==> run_1/port_nets.png <==
(3 px per µm)
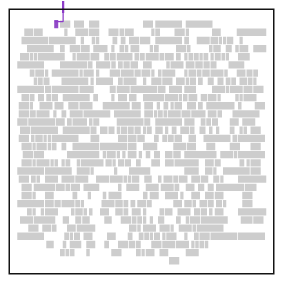
==> run_1/final_placement.png <==
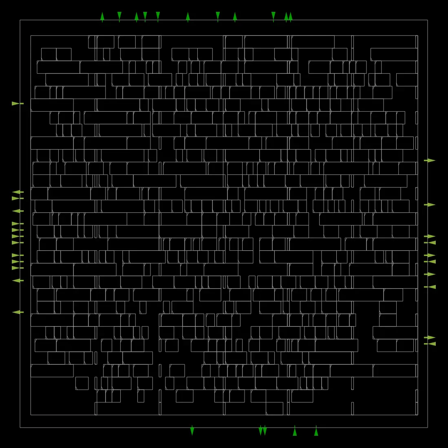
==> run_1/metal_stack.png <==
(6 px per µm) Two of the layers only.
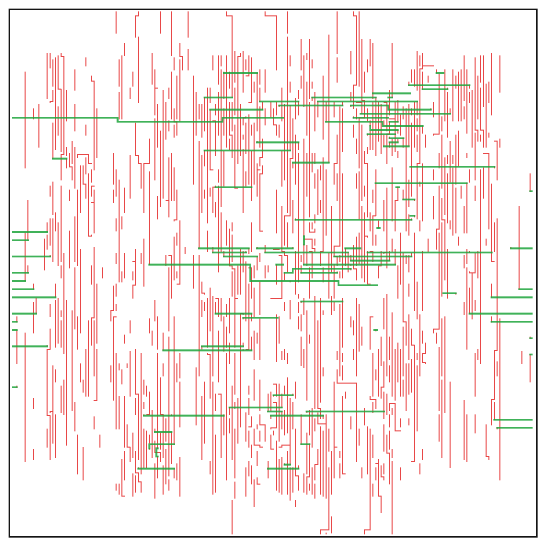
==> run_1/drive_strength.png <==
(6 px per µm)
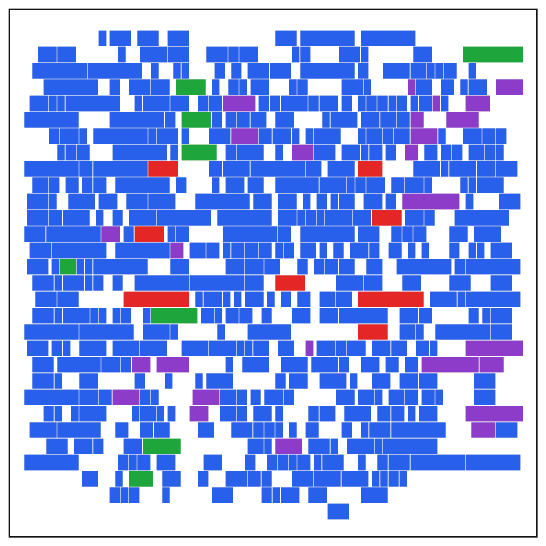
## src/rtl/servo_slew_scheduler.sv

```systemverilog
// servo_slew_scheduler
// Moves the X/Y servo angle commands toward the latched SPI targets by at most
// MAX_STEP per axis, once every STEP_DIV PWM frames, so that PWM widths only
// change on frame boundaries and the mechanics never see a jerk.
// Optional build macro LASER_BLANK_EN: darkens the laser while the servos slew.
// Without it the laser enable is tied high.
module servo_slew_scheduler #(
    parameter int MAX_STEP  = 4,
    parameter int STEP_DIV  = 1,
    parameter int ANGLE_MIN = 0,
    parameter int ANGLE_MAX = 255,
    parameter int CENTER    = 128
) (
    input  logic       CLK,
    input  logic       rst,
    input  logic       frame_tick,
    input  logic       tgt_valid,
    input  logic [7:0] tgt_x,
    input  logic [7:0] tgt_y,
    output logic [7:0] angle_x,
    output logic [7:0] angle_y,
    output logic       moving,
    output logic       step_pulse,
    output logic       laser_on
);

    localparam logic [7:0] STEP8    = 8'(MAX_STEP);
    localparam logic [7:0] MIN8     = 8'(ANGLE_MIN);
    localparam logic [7:0] MAX8     = 8'(ANGLE_MAX);
    localparam logic [7:0] CENTER8  = 8'(CENTER);
    localparam logic [7:0] DIV_LAST = 8'(STEP_DIV - 1);

    typedef enum logic [1:0] {
        S_IDLE,
        S_WAIT,
        S_STEP
    } state_t;

    state_t     state;
    state_t     state_nxt;
    logic [7:0] tgt_x_reg;
    logic [7:0] tgt_y_reg;
    logic [7:0] div_cnt;
    logic [7:0] nxt_x;
    logic [7:0] nxt_y;
    logic       step_due;
    logic       at_target;
    logic       step_moves;

    // Targets are limited to the mechanical range as they are captured, which
    // also bounds every slew result, so the step arithmetic can never wrap.
    function automatic logic [7:0] clamp_angle(input logic [7:0] v);
        if (int'(v) < ANGLE_MIN) return MIN8;
        if (int'(v) > ANGLE_MAX) return MAX8;
        return v;
    endfunction

    // One bounded move from cur toward tgt; lands exactly on tgt when close.
    function automatic logic [7:0] slew(input logic [7:0] cur, input logic [7:0] tgt);
        logic [7:0] mag;
        mag = (tgt >= cur) ? (tgt - cur) : (cur - tgt);
        if (mag <= STEP8) return tgt;
        return (tgt > cur) ? (cur + STEP8) : (cur - STEP8);
    endfunction

    assign step_due   = frame_tick && (div_cnt == DIV_LAST);
    assign at_target  = (angle_x == tgt_x_reg) && (angle_y == tgt_y_reg);
    assign nxt_x      = slew(angle_x, tgt_x_reg);
    assign nxt_y      = slew(angle_y, tgt_y_reg);
    assign step_moves = (nxt_x != angle_x) || (nxt_y != angle_y);
    assign moving     = (state != S_IDLE);

`ifdef LASER_BLANK_EN
    assign laser_on = ~moving;
`else
    assign laser_on = 1'b1;
`endif

    // Next-state decode for the slew sequencer.
    always_comb begin
        // NOTE: default assigned first so every path drives state_nxt and no latch is inferred.
        state_nxt = state;
        case (state)
            S_IDLE: if (!at_target) state_nxt = S_WAIT;
            // A retarget back onto the current angles cancels the pending step.
            S_WAIT: begin
                if (at_target)     state_nxt = S_IDLE;
                else if (step_due) state_nxt = S_STEP;
            end
            S_STEP: state_nxt = ((nxt_x == tgt_x_reg) && (nxt_y == tgt_y_reg)) ? S_IDLE : S_WAIT;
            default: state_nxt = S_IDLE;
        endcase
    end

    // State register, commanded angles and step strobe; angles move only in STEP.
    always_ff @(posedge CLK or posedge rst) begin
        if (rst) begin
            state      <= S_IDLE;
            angle_x    <= CENTER8;
            angle_y    <= CENTER8;
            step_pulse <= 1'b0;
        end else begin
            // NOTE: non-blocking assignments so every flop samples pre-edge values.
            state      <= state_nxt;
            step_pulse <= (state == S_STEP) && step_moves;
            if (state == S_STEP) begin
                angle_x <= nxt_x;
                angle_y <= nxt_y;
            end
        end
    end

    // Target capture; last valid wins, always accepted.
    always_ff @(posedge CLK or posedge rst) begin
        if (rst) begin
            tgt_x_reg <= CENTER8;
            tgt_y_reg <= CENTER8;
        end else if (tgt_valid) begin
            tgt_x_reg <= clamp_angle(tgt_x);
            tgt_y_reg <= clamp_angle(tgt_y);
        end
    end

    // Frame divider runs in every state so the step phase stays frame-locked.
    always_ff @(posedge CLK or posedge rst) begin
        if (rst) begin
            div_cnt <= '0;
        end else if (frame_tick) begin
            div_cnt <= (div_cnt == DIV_LAST) ? '0 : (div_cnt + 8'd1);
        end
    end

endmodule

```

## config.mk

```make
export PLATFORM = sky130hd
export DESIGN_NAME = servo_slew_scheduler
export DESIGN_NICKNAME = d
export VERILOG_FILES = /design/src/rtl/servo_slew_scheduler.sv
export SDC_FILE = /design/constraint.sdc
export NUM_CORES = 1
export LEC_CHECK = 0
export CORE_MARGIN = 2
export CORE_UTILIZATION = 59
export DETAILED_ROUTE_END_ITERATION = 8
export PLACE_DENSITY = 0.8
export SYNTH_ARGS = -nofsm -noshare
export SYNTH_HDL_FRONTEND = slang
export SYNTH_SLANG_ARGS = --single-unit
```

## constraint.sdc

```tcl
create_clock -name CLK -period 4.8 [get_ports CLK]
set_input_delay 0.96 -clock CLK [delete_from_list [all_inputs] [get_ports CLK]]
set_output_delay 0.96 -clock CLK [all_outputs]
set_load 0.005 [all_outputs]
```

==> run notes, run 1 <==
The layout was made with Yosys and OpenROAD.

The flow ran to the end, and the final reports show no timing, DRC or antenna violations. STA classifies the critical path startpoint as a register. The yosys stat cell total is 479.

For reference, the final report shows the hold violation count at 0. Synthesis produced a netlist whose cell count is 479. The routed length per instance is 16.98 µm.

Ranking logic cells in the layout by count gives the top entries inv_1 (44), ha_1 (40), dfrtp_1 (39). Looking at the hold checks, the worst path lands on div_cnt[7]. The count of buffers from port buffering is 37.

The worst setup path is captured at a register. Detailed-route iteration 0 reported a violation count of 225. The post-placement cell area is 4534 µm².

The final report lists the setup-violating endpoint count as 0. Yosys mapped a number of flops with a built-in enable equal to 0. The placed wire-length estimate is 7834 µm. The number of maximum-capacitance violations recorded for the run is 0. The cell at the root of the clock tree is clkbuf_8. The slack of the worst reg-to-reg path is 0.86 ns.

The top contributor to total power is combinational cells. Per the post-route antenna check, the number of violating nets is 0. The worst min-delay path category is reg -> reg. CTS added clock buffers totalling 5. The post-synthesis cell area is 4130 µm². The I/O pin total is 39.

The initial antenna violation count came to 0. In the final design database the tool counted 570 nets. The setup clock skew after layout is 0.002296 ns. The fraction of synthesis flops using an asynchronous set or reset pin is 1.000. The final design area excluding fillers is 4674 µm². The number of optimization iterations in the first detailed-route pass is 5. The total area of multi-input combinational cells is 2775 µm². The distinct cell type count after synthesis is 75. The sequential group power is 0.622 mW.

met3 track demand over resource after global routing is 0.03676. For reference, the top cells by count after synthesis are inv_1 (45), ha_1 (40), dfrtp_1 (39), nand2_1 (35), o21ai_0 (33). After layout, the minimum clock period comes to 3.941 ns. dfrtp_1 takes more of the synthesized area than any other cell. The area of all sequential standard cells is 1081 µm².

The global routing report lists met1 layer usage as 0.4013. The met2 demand-to-capacity share in global routing is 0.4256. The maximum fanout along the worst path is 9. The via density per instance is 6.138. The most frequent logic cell in the layout is inv_1. Counting flops and latches in the post-synthesis netlist gives 43. The width of the die is 87.67 µm. The power report attributes to the combinational group a share of 0.713. For the clock group, total power comes out at 0.349 mW. Per Yosys stat, the portion of area used by sequential elements is 0.2617. The repair_antennas step left the layout with diodes totalling 0. The CTS H-tree depth is 2. From synthesis to final layout, the design area changed by 13.18%. The total global routing track utilization is 0.2737. The count of hold-fix buffers inserted at cts is 0.

Per the detail_route report, DRC violations left total 0. At the pin with the least slew margin, the transition time is 1.087 ns. The destination of the worst register-to-register timing path is state[0]. Per the final layout report, the fraction of cells sized above drive strength 1 comes to 0.08284. At the worst endpoint, the arrival time is 4.12 ns. The post-route met1 wirelength is 4776 µm. The leading cell type by number of instances after synthesis is inv_1. The startpoint of the lowest-slack register-to-register path is angle_y[2].

The area fraction of the largest cell type after synthesis is 0.2363. The count of final max-slew check failures is 0. The length of routed met2 wiring is 4648 µm. The global router reports that the layer with the highest usage is met2.

The combinational power reported by the tool is 2.42 mW. The global placer's final weighted congestion is 0.9195. The classification of the worst setup path is reg -> reg.

The insertion delay at the late pin of the worst-skew pair is 0.30 ns. The count of instances resized after the clock tree is built is 0. The share of total power dissipated in the clock network is 0.103. The routed length on met3 is 645 µm. TritonCTS built the clock tree. The switching power of the nets is 1.691 mW.

Looking at the worst setup and hold paths, the clock pins of their registers show a slew of 0.09 ns. After routing, the total negative slack on setup checks comes to 0 ns. The power share of the sequential group is 0.184.

The worst slew margin relative to its limit is 0.2731. The detailed router used layers up to and including met4. The core utilization at floorplan is 0.6079. Power spread over the standard cell area amounts to 724.3 nW/µm². Hold analysis shows the worst path with a depth of 1.

The switching power share of the total is 0.4995. The number of setup buffers added after CTS is 0. The leakage component of the power was reported as 2.040 nW. The via count of the first global-routing pass is 3372. The internal power of the cells is 1.694 mW.

The worst hold path begins at div_cnt[7]. The cell count of the worst reg-to-reg path is 13. The tool warning count is 41.

In the post-synthesis netlist, the biggest area contributors are dfrtp_1 (24%), ha_1 (12%), xnor2_1 (4.5%), xor2_1 (4.5%), inv_1 (4.1%). The overall die size recorded for this design is 7686 µm². For reference, the post-synthesis area per instance comes to 8.623 µm². From bottom edge to top edge, the die measures 87.67 µm. The worst endpoint required time is 4.98 ns. The sum of overflow across all layers after global routing is 0. The total wirelength of the detailed-routed design is 10240 µm. In the synthesis report, Yosys lists the chip area as 4130 µm². The longest clock path from root to sink contains 2 buffers.
Back to the opening pictures, port_nets.png:
legend:
  `laser_on`:
    color: purple
    bits: 1
    direction: output
    end_cells: 1
    buffers: 0
    wire: 6.30 µm

Back to the opening pictures, final_placement.png:
register fraction of the total cell area: 0.2313
placement row count: 30
# fillers: 540
standard cell core area: 6794 µm²
final design utilization: 0.6880

Back to the opening pictures, metal_stack.png:
legend:
  met3:
    color: green
    wire_length: 646 µm
  met2:
    color: red
    wire_length: 4650 µm

Back to the opening pictures, drive_strength.png:
legend:
  drive 3 to 4:
    color: green
    cells: 8
  drive 2:
    color: purple
    cells: 26
  drive 1 or less:
    color: blue
    cells: 465
  drive 6 and up:
    color: red
    cells: 8

-- run 1: metrics by stage --
step                hold WS (ns)    util  setup slack, ns  total power [mW]  instances
detailed placement        0.4806  0.6674           0.9028             2.980        595
global route              0.5004  0.6880           0.5924             3.638        603
CTS                       0.4933  0.6880           0.8786             3.345        603
global placement          0.4644  0.6674            1.017             2.924        595
finish                    0.4921  0.6880           0.8594             3.386        603
floorplan                 0.4467       -            1.361             2.413        479
-- run 1: worst max-delay path by stage --
stage | from | end | cells past startpoint
after floorplan | angle_y[0] | state[0] | 15
after global placement | angle_y[2] | state[0] | 13
after detailed placement | angle_y[2] | state[0] | 13
after CTS | angle_y[2] | state[0] | 13
after global routing | angle_y[2] | state[0] | 13
final | angle_y[2] | state[0] | 13
-- run 1: final cells by class --
class | instances | share of cell area
clock inverters | 3 | 0.01526
inverters | 48 | 0.03854
well taps | 96 | 0.02570
flip-flops and latches | 43 | 0.2313
clock buffers | 5 | 0.01472
multi-input cells | 370 | 0.5937
repair buffers | 38 | 0.08084
-- run 1: logic make-up (layout without fill, tap and decap cells) --
family / count (synthesis) / in the layout / share of synthesized area
muxes: 9 / 9 / 0.02242
adders and majority gates: 44 / 44 / 0.1406
buffers and inverters: 66 / 94 / 0.06634
DFF: 43 / 43 / 0.2617
AOI/OAI and AO/OA: 135 / 135 / 0.2305
and+or+nand+nor: 138 / 138 / 0.1830
xor gates and xnor gates: 43 / 43 / 0.09452
other: 1 / 1 / 0.0009079
-- run 1: worst max-delay path, cell delays in order (launching register included) --
cell and delay [ns]:
dfrtp_1 0.54, inv_1 0.16, ha_1 0.50, nand4_2 0.21, o21ai_0 0.54, ha_1 0.34, a21o_1 0.18, a21oi_1 0.26
o21bai_1 0.11, a21oi_1 0.17, xnor2_1 0.19, xnor3_1 0.26, o31ai_1 0.24, o211ai_1 0.11
==> run 1 -> run 2 <==
==> constraint.sdc (replaced) <==
create_clock -name CLK -period 4 [get_ports CLK]
set_input_delay 0.8 -clock CLK [delete_from_list [all_inputs] [get_ports CLK]]
set_output_delay 0.8 -clock CLK [all_outputs]
set_load 0.005 [all_outputs]
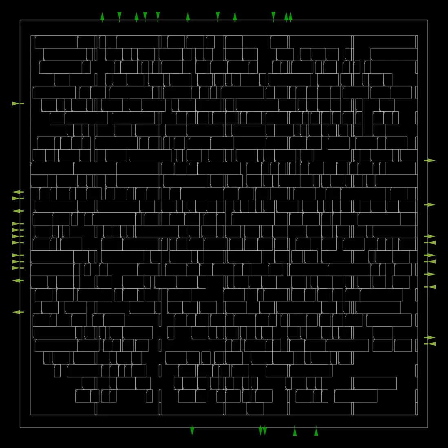
(run_2/final_placement.png)
register fraction of the total cell area: 0.2293
final design utilization: 0.6939
post-layout instance count excluding filler cells: 612

==> run 2 against run 1 <==
  * Critical path depth rose by 2
  * Non-clock buffer count is 9 higher
  * Sequential power up 12%
  * Global-route usage is 0.62 points higher
  * Critical endpoint unchanged
  * Maximum frequency grew 4.7%
==> run notes, run 2 <==
The layout was made with Yosys and OpenROAD.

TritonCTS built the clock tree. The met3 usage in global routing is 0.04618 (+0.009425). The routed length per instance is 17.00 µm (+0.11%).

The final setup violation count was 0 (unchanged). The global placer's final weighted congestion is 0.9270 (+0.82%). The number of fill cells in the layout is 554 (+2.6%). The tool warning count was 41 (unchanged). The area of the core is 6794 µm² (unchanged). CTS placed an instance of clkbuf_8 at the clock tree root. The critical path is of the reg -> reg type. The core utilization at floorplan came to 0.6079 (unchanged). The count of final max-slew check failures is 0 (unchanged). The total die area is 7686 µm² (unchanged).

The deepest clock path buffer count is 2 (unchanged). The insertion delay at the late pin of the worst-skew pair is 0.31 ns (about the same). The cell with the largest stage delay on the worst path is dfstp_2. In the post-synthesis netlist, the biggest area contributors are dfrtp_1 (24%), ha_1 (12%), xnor2_1 (4.5%), xor2_1 (4.5%), inv_1 (4.1%). The synthesis run shows the most used standard cells to be inv_1 (45), ha_1 (40), dfrtp_1 (39), nand2_1 (35), o21ai_0 (33). The total global routing track utilization is 0.2799 (+0.006214).

The worst endpoint required time is 4.19 ns (-0.79 ns). The data arrival time at the worst-slack endpoint is 3.95 ns (-0.17 ns). The distinct cell type count after synthesis is 75 (unchanged). Walking the worst path, the cells encountered are inv_1 > ha_1 > a21oi_1 > o21a_1 > o21ai_0 > o21ai_2 > ha_1 > a21o_1 > a21oi_1 > o21bai_1 > a21oi_1 > xnor2_1 > xnor3_1 > o31ai_1 > o211ai_1. The library cell appearing most often on the critical path is a21oi_1.

The number of hold violations in the final report was 0 (unchanged). The highest-utilization routing layer at the global route stage is met2. The critical path's largest stage delay is 0.61 ns (+0.07 ns). The sum of buffers and inverters on the critical path is 1 (unchanged).

The width of the die is 87.67 µm (unchanged). The met2 demand-to-capacity share in global routing came to 0.4366 (+0.01102). The placed wire-length estimate is 8033 µm (+2.5%). The count of buffers from port buffering is 37 (unchanged). The count of library flops with an enable pin is 0 (unchanged). The fraction of synthesis flops using an asynchronous set or reset pin is 1.000 (unchanged). The setup slack after layout was 0.2356 ns (-0.6238 ns).

The synthesized design spends more area on one cell type than any other, namely dfrtp_1. The sum of overflow across all layers after global routing is 0 (unchanged). The I/O pin total is 39 (unchanged). The setup clock skew after layout is 0.008891 ns (+0.006595 ns). The share of Yosys cell area claimed by the top area cell type is 0.2363 (unchanged).

The worst slew margin relative to its limit is 0.3532 (+0.08014). The total DRC errors in the routed layout is 0 (unchanged). The area share of and/or/nand/nor cells after synthesis is 0.1830 (unchanged).

The Yosys chip area is 4130 µm² (unchanged). The flow ran to the end, and the final reports show no timing, DRC or antenna violations. The number of optimization iterations in the first detailed-route pass is 5 (unchanged). The fraction of the mapped netlist area in compound gates is 0.2305 (unchanged). The post-route met1 wirelength was 4796 µm (+0.42%). The post-CTS repair timing setup buffer count is 0 (unchanged).

The average cell area after synthesis is 8.623 µm² (unchanged). The placement-stage worst setup slack was 0.1497 ns (-0.7531 ns). The DRC violation total after the first TritonRoute iteration was 283 (+26%). The post-place instance area was 4602 µm² (+1.5%). The post-synthesis cell area is 4130 µm² (unchanged). The final critical delay including setup and external delays is 3.764 ns (-0.1762 ns). The via density per instance came to 5.995 (-2.3%). The count of instances resized after the clock tree is built is 0 (unchanged).

The max-cap violation count is 0 (unchanged). The static power due to leakage was 2.066 nW (+1.3%). The multiplexer area fraction after synthesis came to 0.02242 (unchanged).

The total wirelength of the detailed-routed design is 10410 µm (+1.6%). The maximum fanout along the worst path is 6 (-3). The register area share after synthesis is 0.2617 (unchanged). The highest metal layer carrying signal wires in the routed design is met4. The length of routed met2 wiring is 4836 µm (+4.0%). The area growth from synthesis to layout is 14.15%. The leading cell type by number of instances after synthesis is inv_1. The number of nets in the finished design came to 579 (+1.6%). The count of hold-fix buffers inserted at cts is 0 (unchanged). The CTS H-tree depth is 2 (unchanged). The antenna diode instance count is 0 (unchanged). In this run the worst hold path is classified as reg -> reg. The yosys stat cell total was 479 (unchanged). The area fraction in xor and xnor cells is 0.09452 (unchanged). The routed length on met3 is 650 µm (+0.78%).

Among cell families on the critical path, the largest total delay comes from AND-OR/OR-AND gates. Ranking logic cells in the layout by count gives the top entries inv_1 (44), ha_1 (40), dfrtp_1 (39). The met1 track demand over resource is 0.4094 (+0.008143). The count of nets left with antenna violations after detail routing is 0 (unchanged). The main combinational cell family by area after synthesis is AND-OR/OR-AND gates. The ratio of cells with drive above 1 in the final layout is 0.1027 (+0.01987). The synthesized instance count came to 479 (unchanged).

The type of element launching the critical path is a register. The power density of the placed cells is 856.2 nW/µm² (+18%). The number of rows created at floorplan came to 30 (unchanged).

The number of flip-flops and latches in the synthesized netlist came to 43 (unchanged). The setup total negative slack came to 0 ns (unchanged). The total power after layout is 4.037 mW (+19%). The adder and majority cell fraction of the synthesized area is 0.1406 (unchanged). The vertical extent of the die is 87.67 µm (unchanged). The initial antenna violation count was 0 (unchanged).

The via count of the first global-routing pass is 3387 (+0.44%).
==> run 2: cell counts after synthesis <==
Identical to the previous run, type by type.
==> run 2: path summary, 6_finish.rpt <==
path,start,end,slack [ns],depth (start not counted)
setup / recovery,angle_y[7],state[0],0.24,15
hold / removal,div_cnt[7],div_cnt[7],0.50,1
setup reg to reg,angle_y[7],state[0],0.24,15
hold reg to reg,div_cnt[7],div_cnt[7],0.50,1
max in group asynchronous,rst,tgt_x_reg[7],2.44,3
min in group asynchronous,rst,tgt_y_reg[0],0.79,2
==> run 2: stage by stage <==
stage,hold slack (ns),util,std cells
floorplan,0.4467,-,479
global placement,0.4681,0.6773,604
detailed placement,0.4877,0.6773,604
CTS,0.5057,0.6913,612
global route,0.5316,0.6939,612
finish,0.4987,0.6939,612
==> run 2: final cells by class <==
type / count / area [µm²] / area share
clock buffer: 5 / 68.82 / 0.01460
tap: 96 / 120.1 / 0.02548
inverter: 48 / 180.2 / 0.03822
clock inverter: 3 / 26.28 / 0.005573
timing repair buffer: 47 / 445.4 / 0.09448
multi-input combinational: 370 / 2793 / 0.5924
sequential: 43 / 1081 / 0.2293
==> run 2: worst register-to-register path: cells and delay by family (launching register included) <==
kind	cells	cell delay, ns
xor+xnor	2	0.46
compound gates	10	1.86
flops	1	0.61
buf+inv	1	0.07
fa+ha+maj	2	0.65
==> run 2: where the power goes <==
part	switching [mW]	leakage [nW]	internal [mW]	total (mW)
logic	1.74	1.48	1.29	3.03
registers	0.142	0.534	0.555	0.696
clock network	0.181	0.0491	0.129	0.310
total	2.07	2.07	1.97	4.04
No activity file was given, so power comes from the tool's default toggle rates.
